Fig. 1: run 1, where the registers sit
Drawn at 4 px/um.
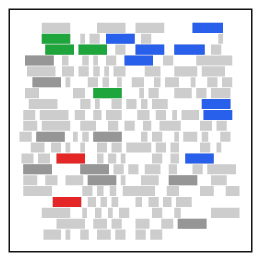
Fig. 2: run 1, cell outlines without signal wires
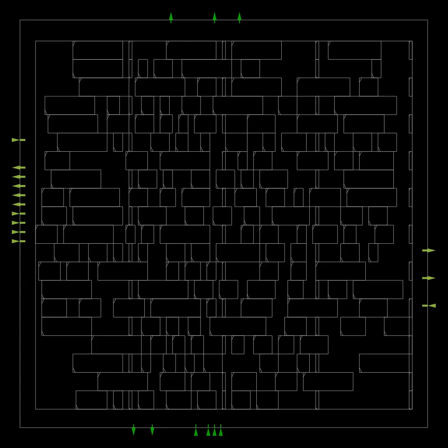
Fig. 3: run 1, clock wires, drivers and flops
Drawn at 4 px/um.
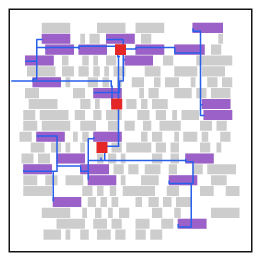
Fig. 4: run 1, I/O nets highlighted
Drawn at 8 px/um.
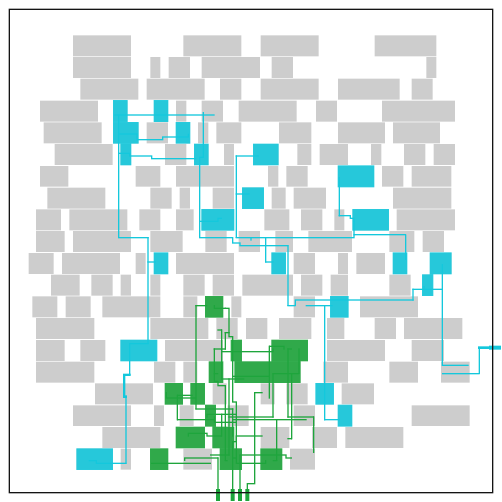
`config.mk`:
```
export PLATFORM = sky130hd
export DESIGN_NAME = internet_scheduler
export DESIGN_NICKNAME = d
export VERILOG_FILES = /design/src/rtl/internet_scheduler.sv
export SDC_FILE = /design/constraint.sdc
export NUM_CORES = 1
export LEC_CHECK = 0
export CAP_MARGIN = 15
export CELL_PAD_IN_SITES_DETAIL_PLACEMENT = 1
export CELL_PAD_IN_SITES_GLOBAL_PLACEMENT = 1
export CORE_MARGIN = 2
export CORE_UTILIZATION = 33
export DETAILED_ROUTE_END_ITERATION = 16
export GPL_ROUTABILITY_DRIVEN = 0
export PLACE_DENSITY = 0.85
export REMOVE_ABC_BUFFERS = 1
export SYNTH_ARGS = -nofsm -noshare
export SYNTH_HDL_FRONTEND = slang
export SYNTH_SLANG_ARGS = --single-unit
```
`constraint.sdc`:
```
create_clock -name clk -period 1.75 [get_ports clk]
set_clock_uncertainty 0.1 [all_clocks]
set_input_delay 0.525 -clock clk [delete_from_list [all_inputs] [get_ports clk]]
set_output_delay 0.525 -clock clk [all_outputs]
set_load 0.05 [all_outputs]
```
`src/rtl/internet_scheduler.sv`:
```
// internet_scheduler
//   Time-slot arbiter in front of the 4-way internet demux (Lib/FD/School/Ribs).
//   Round-robin over four level requests, one grant at a time. Each slot runs
//   for up to SLOT_CYCLES clocks and is followed by a one-cycle dead gap.
//   All outputs are registered.
//
// Ports
//   clk        clock, rising edge
//   reset      synchronous, active-high
//   req[3:0]   [0]=Lib [1]=FD [2]=School [3]=Ribs, held while wanting service
//   data_in    source data forwarded to the granted destination
//   muxOutput  registered data to demux, 0 outside a slot
//   Enable     high during an active slot
//   Sel        granted destination index (holds through GAP/IDLE)
//   grant      one-hot of Sel while Enable, else 0
//   busy       high in SERVE or GAP
//   grant_cnt  (INTERNET_SCHED_STATS_EN only) four saturating 8-bit grant
//              counters, field [8i+7:8i] for destination i
//
// Build option: define INTERNET_SCHED_STATS_EN to add grant_cnt.
module internet_scheduler #(
  parameter int WIDTH       = 4,
  parameter int SLOT_CYCLES = 8,
  parameter int CNT_W       = 8
) (
  input  logic             clk,
  input  logic             reset,
  input  logic [3:0]       req,
  input  logic [WIDTH-1:0] data_in,
  output logic [WIDTH-1:0] muxOutput,
  output logic             Enable,
  output logic [1:0]       Sel,
  output logic [3:0]       grant,
`ifdef INTERNET_SCHED_STATS_EN
  output logic [31:0]      grant_cnt,
`endif
  output logic             busy
);

  typedef enum logic [1:0] {IDLE, SERVE, GAP} state_t;

  state_t           state;
  logic [1:0]       ptr;
  logic [CNT_W-1:0] cnt;

  // Round-robin pick: first set bit scanning ptr, ptr+1, ... (mod 4).
  // Walk offsets high to low so the smallest offset is the last to write.
  logic       arb_hit;
  logic [1:0] arb_idx;
  always_comb begin
    logic [1:0] idx;
    arb_hit = 1'b0;
    arb_idx = ptr;
    idx     = ptr;
    for (int k = 3; k >= 0; k--) begin
      idx = ptr + 2'(k);
      if (req[idx]) begin
        arb_hit = 1'b1;
        arb_idx = idx;
      end
    end
  end

  // Slot ends on terminal count or when the granted requester lets go.
  logic slot_end;
  assign slot_end = (cnt == '0) || !req[Sel];

`ifdef INTERNET_SCHED_STATS_EN
  logic [3:0][7:0] stat_q;
  assign grant_cnt = stat_q;
`endif

  always_ff @(posedge clk) begin
    if (reset) begin
      state     <= IDLE;
      ptr       <= 2'd0;
      cnt       <= '0;
      muxOutput <= '0;
      Enable    <= 1'b0;
      Sel       <= 2'd0;
      grant     <= 4'b0000;
      busy      <= 1'b0;
`ifdef INTERNET_SCHED_STATS_EN
      stat_q    <= '0;
`endif
    end else begin
      case (state)
        SERVE: begin
          if (slot_end) begin
            state     <= GAP;
            ptr       <= Sel + 2'd1;  // natural 2-bit wrap 3 -> 0
            muxOutput <= '0;
            Enable    <= 1'b0;
            grant     <= 4'b0000;
            busy      <= 1'b1;
          end else begin
            cnt       <= cnt - 1'b1;
            muxOutput <= data_in;
            busy      <= 1'b1;
          end
        end
        default: begin  // IDLE and GAP arbitrate identically
          if (arb_hit) begin
            state     <= SERVE;
            Sel       <= arb_idx;
            cnt       <= CNT_W'(SLOT_CYCLES - 1);
            muxOutput <= data_in;
            Enable    <= 1'b1;
            grant     <= 4'b0001 << arb_idx;
            busy      <= 1'b1;
`ifdef INTERNET_SCHED_STATS_EN
            if (stat_q[arb_idx] != 8'hFF)
              stat_q[arb_idx] <= stat_q[arb_idx] + 8'd1;
`endif
          end else begin
            state     <= IDLE;
            muxOutput <= '0;
            Enable    <= 1'b0;
            grant     <= 4'b0000;
            busy      <= 1'b0;
          end
        end
      endcase
    end
  end

endmodule

```
==> Implementation_results.wiki, run 1 <==
== Run summary ==
{| class="wikitable"
! Metric !! Value
|-
| Final critical delay including setup and external delays || 1854 ps
|-
| Register bit count reported by yosys || 23
|-
| Vias in the first global route || 1,138
|-
| Total track usage || 18.92%
|-
| Area figure in the yosys stat output || 1044 um^2
|-
| Kind of cell with the highest combined delay on the critical path || simple AND/OR/NAND/NOR gates
|-
| Number of non-clock buffers || 49
|-
| Number of nets in the layout || 175
|-
| Type of destination of the critical path || flip-flop
|-
| Proportion of synthesized flip-flops having asynchronous set or reset || 0%
|-
| Buffer share of cell area || 30.56%
|-
| Master cell of the clock root buffer || sky130_fd_sc_hd__clkbuf_4
|-
| Mapped Area || 1044 um^2
|-
| Max H-tree Level || 1
|-
| DR WL/cell || 15.54 um
|-
| Grt total ovfl || 0
|-
| Number of buffers added on ports || 21
|-
| Critical Path Slowest Stage Cell || sky130_fd_sc_hd__or4b_4
|-
| Number of buffers inserted by hold repair at cts || 0
|-
| Worst-case setup margin in the final layout || -104.3 ps
|-
| Simple-Gate Area Share || 27.82%
|-
| Largest power group || combinational cells
|-
| Worst Min Path Start || cnt[4]
|-
| Sequential cell area fraction in the yosys report || 44.12%
|-
| Run status || complete, but fails checks
|-
| Proportion of power drawn by combinational gates || 42.4%
|-
| Number of sequential storage elements || 23
|-
| Dominant register cell || sky130_fd_sc_hd__dfxtp_1
|-
| Avg Inst Size Synth || 9.154 um^2
|-
| Number of instances in the placed design || 200
|-
| Crit path DAT || 1970 ps
|-
| Reg2Reg Launch Point || cnt[1]
|-
| Log Warnings || 27
|-
| Die Y || 60.23 um
|-
| Hold Fails Final Rpt || 0
|-
| Critical path buffer and inverter count || 2
|-
| Total Routed Length || 3217 um
|-
| Setup crit start kind || flip-flop
|-
| Class of the tightest hold or removal check || flip-flop to flip-flop
|-
| Number of signal-net inverters in the final layout || 3
|-
| Number of cell instances after yosys synthesis || 114
|-
| Max-capacitance violation count || 0
|-
| Power density normalized to cell area || 853.3 nW/um^2
|-
| Setup CP Type || flip-flop to flip-flop
|-
| Ant diodes || 0
|-
| Compound-gate portion of the synthesized area || 14.99%
|-
| Internal power of the cells || 0.9714 mW
|-
| Clock sinks || 23
|-
| Share of synthesized area spent on multiplexers || 4.317%
|-
| Clock group share of total power || 16.7%
|-
| Maximum cell stage delay along the critical path || 480 ps
|-
| Number of placed I/O pins || 22
|-
| Wire length of the first global-routing pass || 5050 um
|-
| CP Launch Point || cnt[1]
|-
| Final number of max-transition violations || 0
|-
| Tally of unique sky130hd cells used after synthesis || 36
|-
| Final worst path period share || 106.0%
|-
| DRC errors left || 0
|-
| TritonCTS clock tree || done
|-
| CP required || 1860 ps
|-
| List of cells traversed by the critical path || inv_2 > ha_4 > or4b_4 > o211a_4 > buf_6 > nor3_4 > a211oi_2
|-
| Number of routed nets with antenna violations || 0
|-
| Warnings from Yosys || 0
|-
| Xor and xnor area share after synthesis || 3.357%
|-
| Total negative slack for setup checks || -920.2 ps
|-
| Failing checks || setup timing
|-
| Leak || 0.7011 nW
|-
| Top cell type's share of synthesized area || 44.12%
|-
| Switching Share || 35.34%
|-
| Initial core utilization || 34.46%
|-
| Share of final-layout standard cells stronger than drive strength 1 || 48.47%
|-
| Floorplan die area || 3628 um^2
|-
| Setup Viol. Count Final || 15
|-
| Number of antenna violations at the first check in global routing || 0
|}
About Fig. 1:
[green] grant | placed flops: 4 | where: upper left
[red] ptr | placed flops: 2
[blue] cnt | placed flops: 8
Flop+latch power: 0.615 mW
share of the core filled with cells: 58.14%
register fraction of the total cell area: 26.30%
area of all sequential standard cells: 462.9 um^2

About Fig. 2:
placeable core region: 3028 um^2
fin cells: 207
row count: 20
fillcell total: 339
Taps Inserted: 44

About Fig. 3:
[red] clock-net drivers | count: 3
[purple] flip-flops | count: 23
[blue] clock wires | length: 279 um
routed clock nets: 4

About Fig. 4:
[cyan] reset | bits: 1 | direction: input | edge: right | end cells: 21 | buffers: 4 | wire: 246 um
[green] req | bits: 4 | direction: input | edge: bottom | end cells: 13 | buffers: 7 | wire: 247 um

run 1: sequential cells by signal, indices dropped and copies added, names as in the netlist:
signal and cells:
grant 4, ptr 2, busy 1, cnt 8, state 2, Sel 2
muxOutput 4
run 1: layout by cell type, fill, tap and decap left out, types with 2 or more instances in the layout:
cell type                         Yosys  final
sky130_fd_sc_hd__nor3_2               0      2
sky130_fd_sc_hd__clkdlybuf4s50_1      0      5
sky130_fd_sc_hd__o21ai_0              4      3
sky130_fd_sc_hd__nor3_4               0      2
sky130_fd_sc_hd__nor2_1              11      7
sky130_fd_sc_hd__buf_4                0     27
sky130_fd_sc_hd__clkbuf_4             0      3
sky130_fd_sc_hd__a211oi_2             0      4
sky130_fd_sc_hd__nand3b_1             3      3
sky130_fd_sc_hd__a21oi_1              8      7
sky130_fd_sc_hd__nor3_1               7      3
sky130_fd_sc_hd__dfxtp_2              0      2
sky130_fd_sc_hd__inv_2                0      2
sky130_fd_sc_hd__clkdlybuf4s15_1      0      2
sky130_fd_sc_hd__nand2_1             11     10
sky130_fd_sc_hd__buf_12               0     12
sky130_fd_sc_hd__nor2_4               1      4
sky130_fd_sc_hd__o31ai_1              2      2
sky130_fd_sc_hd__dfxtp_1             23     21
sky130_fd_sc_hd__and2_4               0      4
sky130_fd_sc_hd__nor2b_1              4      4
sky130_fd_sc_hd__xor2_1               3      3
run 1: cells by family after synthesis:
logic type               after synthesis
AND/OR/NAND/NOR                       53
AND-OR/OR-AND                         23
flip-flops                            23
buffers and inverters                  7
XOR/XNOR                               4
multiplexers                           3
adder cells (fa/ha/maj)                1
run 1: what timing repair did:
action                     in CTS  in global routing
pin swaps                      18                  9
buffers inserted                2                  1
setup endpoints to repair      22                 21
resized                        33                 12
run 1: layer usage:
metal | vias up | wire [um] | global-route usage (%)
li1 | 499 | - | -
met1 | 496 | 1290 | 21.53
met2 | 20 | 1809 | 35.71
met3 | 5 | 74 | 2.381
met4 | 0 | 42 | 6.349
met5 | - | 0 | 0
run 1: per-stage QoR:
stage          utilization, %  hold WS [ps]  power (mW)  area [um^2]
3_5_place_dp            52.31         372.9       1.168         1584
5_1_grt                 58.14         419.8       1.586         1760
4_1_cts                 56.98         404.8       1.486         1725
2_1_floorplan               -         332.7      0.8774         1011
3_3_place_gp            52.31         352.3       1.140         1584
6_report                58.14         402.2       1.502         1760
run 1: path summary, 6_finish.rpt:
| check | cells after the start | slack (ps) | end |
|---|---|---|---|
| setup / recovery | 7 | -100 | cnt[1] |
| hold / removal | 1 | 400 | cnt[4] |
| setup reg to reg | 7 | -100 | cnt[1] |
| hold reg to reg | 1 | 400 | cnt[4] |
run 1: cell usage after synthesis (3+ instances only):
library cell and n:
sky130_fd_sc_hd__nor3_1 7, sky130_fd_sc_hd__a211oi_1 4, sky130_fd_sc_hd__o21ai_0 4, sky130_fd_sc_hd__inv_1 3
sky130_fd_sc_hd__and2_1 4, sky130_fd_sc_hd__nor2b_1 4, sky130_fd_sc_hd__dfxtp_1 23, sky130_fd_sc_hd__nand2_1 11
sky130_fd_sc_hd__nor2_1 11, sky130_fd_sc_hd__a21oi_1 8, sky130_fd_sc_hd__xor2_1 3, sky130_fd_sc_hd__nand3b_1 3
==> run 2: changes to the inputs <==
--- a/config.mk
+++ b/config.mk
@@ -10,8 +10,10 @@
 export CELL_PAD_IN_SITES_GLOBAL_PLACEMENT = 1
 export CORE_MARGIN = 2
 export CORE_UTILIZATION = 33
+export CTS_CLUSTER_DIAMETER = 40
 export DETAILED_ROUTE_END_ITERATION = 16
 export GPL_ROUTABILITY_DRIVEN = 0
+export GPL_TIMING_DRIVEN = 1
 export PLACE_DENSITY = 0.85
 export REMOVE_ABC_BUFFERS = 1
 export SYNTH_ARGS = -nofsm -noshare
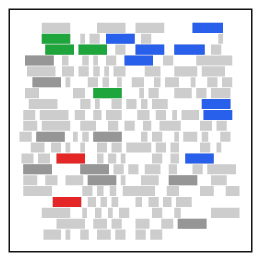
Fig. 5. Where the registers sit (run 2).
Drawn at 4 px/um.
[blue] cnt | placed flops: 8
[green] grant | placed flops: 4 | where: upper left
[red] ptr | placed flops: 2

==> run 2 against run 1 <==
- the run still ends with setup timing left
- non-clock buffer count unchanged
- fmax is the same
- via count stayed put
- final area stayed put
- combinational power hardly changed
- critical endpoint unchanged
- highest routed layer unchanged
==> Implementation_results.wiki, run 2 <==
== Run summary ==
{| class="wikitable"
! Metric !! Value
|-
| Run status || complete, but fails checks
|-
| Failing checks || setup timing
|-
| Wire length of the first global-routing pass || 5050 um
|-
| Top cell type's share of synthesized area || 44.12%
|-
| Proportion of power drawn by combinational gates || 42.4%
|-
| Leak || 0.7011 nW
|-
| Number of buffers added on ports || 21
|-
| Proportion of synthesized flip-flops having asynchronous set or reset || 0%
|-
| Final number of max-transition violations || 0
|-
| Initial core utilization || 34.46%
|-
| Mapped Area || 1044 um^2
|-
| Number of buffers inserted by hold repair at cts || 0
|-
| TritonCTS clock tree || done
|-
| DR WL/cell || 15.54 um
|-
| Number of placed I/O pins || 22
|-
| Setup CP Type || flip-flop to flip-flop
|-
| Maximum cell stage delay along the critical path || 480 ps
|-
| Most numerous cell in the Yosys netlist || sky130_fd_sc_hd__dfxtp_1
|-
| Hold Fails Final Rpt || 0
|-
| Class of the tightest hold or removal check || flip-flop to flip-flop
|-
| Total Routed Length || 3217 um
|-
| Grt total ovfl || 0
|-
| Setup Viol. Count Final || 15
|-
| Worst-case setup margin in the final layout || -104.3 ps
|-
| Floorplan die area || 3628 um^2
|-
| Total track usage || 18.92%
|-
| Fillcell total || 339
|-
| Die Y || 60.23 um
|-
| Sequential cell area fraction in the yosys report || 44.12%
|-
| Leading cell types in the layout, fill and taps excluded || 27 x sky130_fd_sc_hd__buf_4, 21 x sky130_fd_sc_hd__dfxtp_1, 12 x sky130_fd_sc_hd__buf_12
|-
| Placeable core region || 3028 um^2
|-
| Final worst path period share || 106.0%
|-
| Area of all sequential standard cells || 462.9 um^2
|-
| Max H-tree Level || 1
|-
| Switching Share || 35.34%
|-
| List of cells traversed by the critical path || inv_2 > ha_4 > or4b_4 > o211a_4 > buf_6 > nor3_4 > a211oi_2
|-
| Clock group share of total power || 16.7%
|-
| Share of final-layout standard cells stronger than drive strength 1 || 48.47%
|-
| Ant diodes || 0
|-
| Dominant logic cell type in the layout || sky130_fd_sc_hd__buf_4
|-
| Internal power of the cells || 0.9714 mW
|-
| Clock sinks || 23
|-
| Number of routed nets with antenna violations || 0
|-
| Number of antenna violations at the first check in global routing || 0
|-
| CP required || 1860 ps
|}
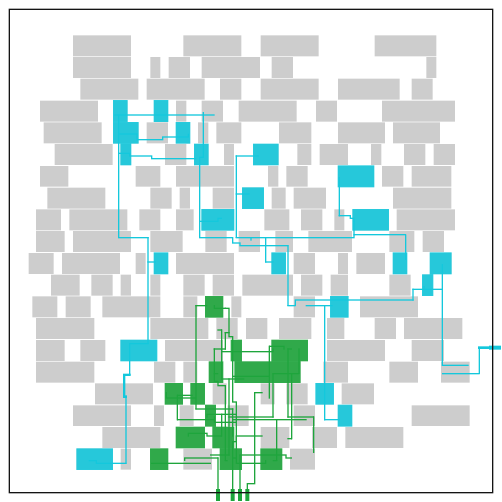
Fig. 6. I/O nets highlighted (run 2).
Drawn at 8 px/um.
[green] req | bits: 4 | direction: input | edge: bottom | end cells: 13 | buffers: 7 | wire: 247 um
[cyan] reset | bits: 1 | direction: input | edge: right | end cells: 21 | buffers: 4 | wire: 246 um

run 2: cell counts after synthesis:
No cell type changed its count.
run 2: kinds of logic (layout without fill, tap and decap cells):
group / count (synthesis) / after routing / synth area share [%]
flops: 23 / 23 / 44.12
mux: 3 / 3 / 4.316
xor+xnor: 4 / 4 / 3.358
buf+inv: 7 / 56 / 4.196
simple gates: 53 / 53 / 27.82
fa+ha+maj: 1 / 1 / 1.199
compound gates: 23 / 23 / 14.99
run 2: area by class of cell:
class	instances	share of cell area, %
timing repair buffer	49	30.56
inverter	3	0.6397
tap	44	3.127
clock buffer	3	1.279
sequential	23	26.30
multi-input combinational	84	37.81
clock inverter	1	0.2843
run 2: power groups by stage:
stage	clock (mW)	combinational (mW)	sequential, mW
3_3_place_gp	0	0.520	0.619
3_5_place_dp	0	0.545	0.623
6_report	0.251	0.637	0.615
4_1_cts	0.259	0.612	0.615
2_1_floorplan	0	0.176	0.702
5_1_grt	0.288	0.679	0.619
run 2: worst paths after layout:
check,depth (start not counted),slack (ps),from,end
setup / recovery,7,-100,cnt[1],cnt[1]
hold reg to reg,1,400,cnt[4],cnt[4]
setup reg to reg,7,-100,cnt[1],cnt[1]
hold / removal,1,400,cnt[4],cnt[4]
run 2: stage by stage:
stage	util (%)	power [mW]	TNS, ps	instances	area (um^2)
global route	58.14	1.586	-2247	207	1760
CTS	56.98	1.486	-1269	206	1725
finish	58.14	1.502	-920.2	207	1760
global placement	52.31	1.140	-11630	200	1584
detailed placement	52.31	1.168	-13610	200	1584
floorplan	-	0.8774	-3761	110	1011
run 2: timing repair:
action                     CTS  global route
setup buffers                2             1
setup endpoints to repair   22            21
gates resized               33            12
cloned                       0             0
pin swaps                   18             9
run 2: per-layer routing:
| metal | wire length, um | part of all wire, % | GRT usage, % |
|---|---|---|---|
| met1 | 1290 | 40 | 21.53 |
| met2 | 1809 | 56 | 35.71 |
| met3 | 74 | 2.3 | 2.381 |
| met4 | 42 | 1.3 | 6.349 |
| met5 | 0 | 0 | 0 |
run 2: worst max-delay path, delay by kind of cell (launching register included):
kind	cells	cell delay [ps]
fa+ha+maj	1	120
flops	1	350
simple gates	2	600
compound gates	2	370
buf+inv	2	210
Power and IR drop assume default switching activity.
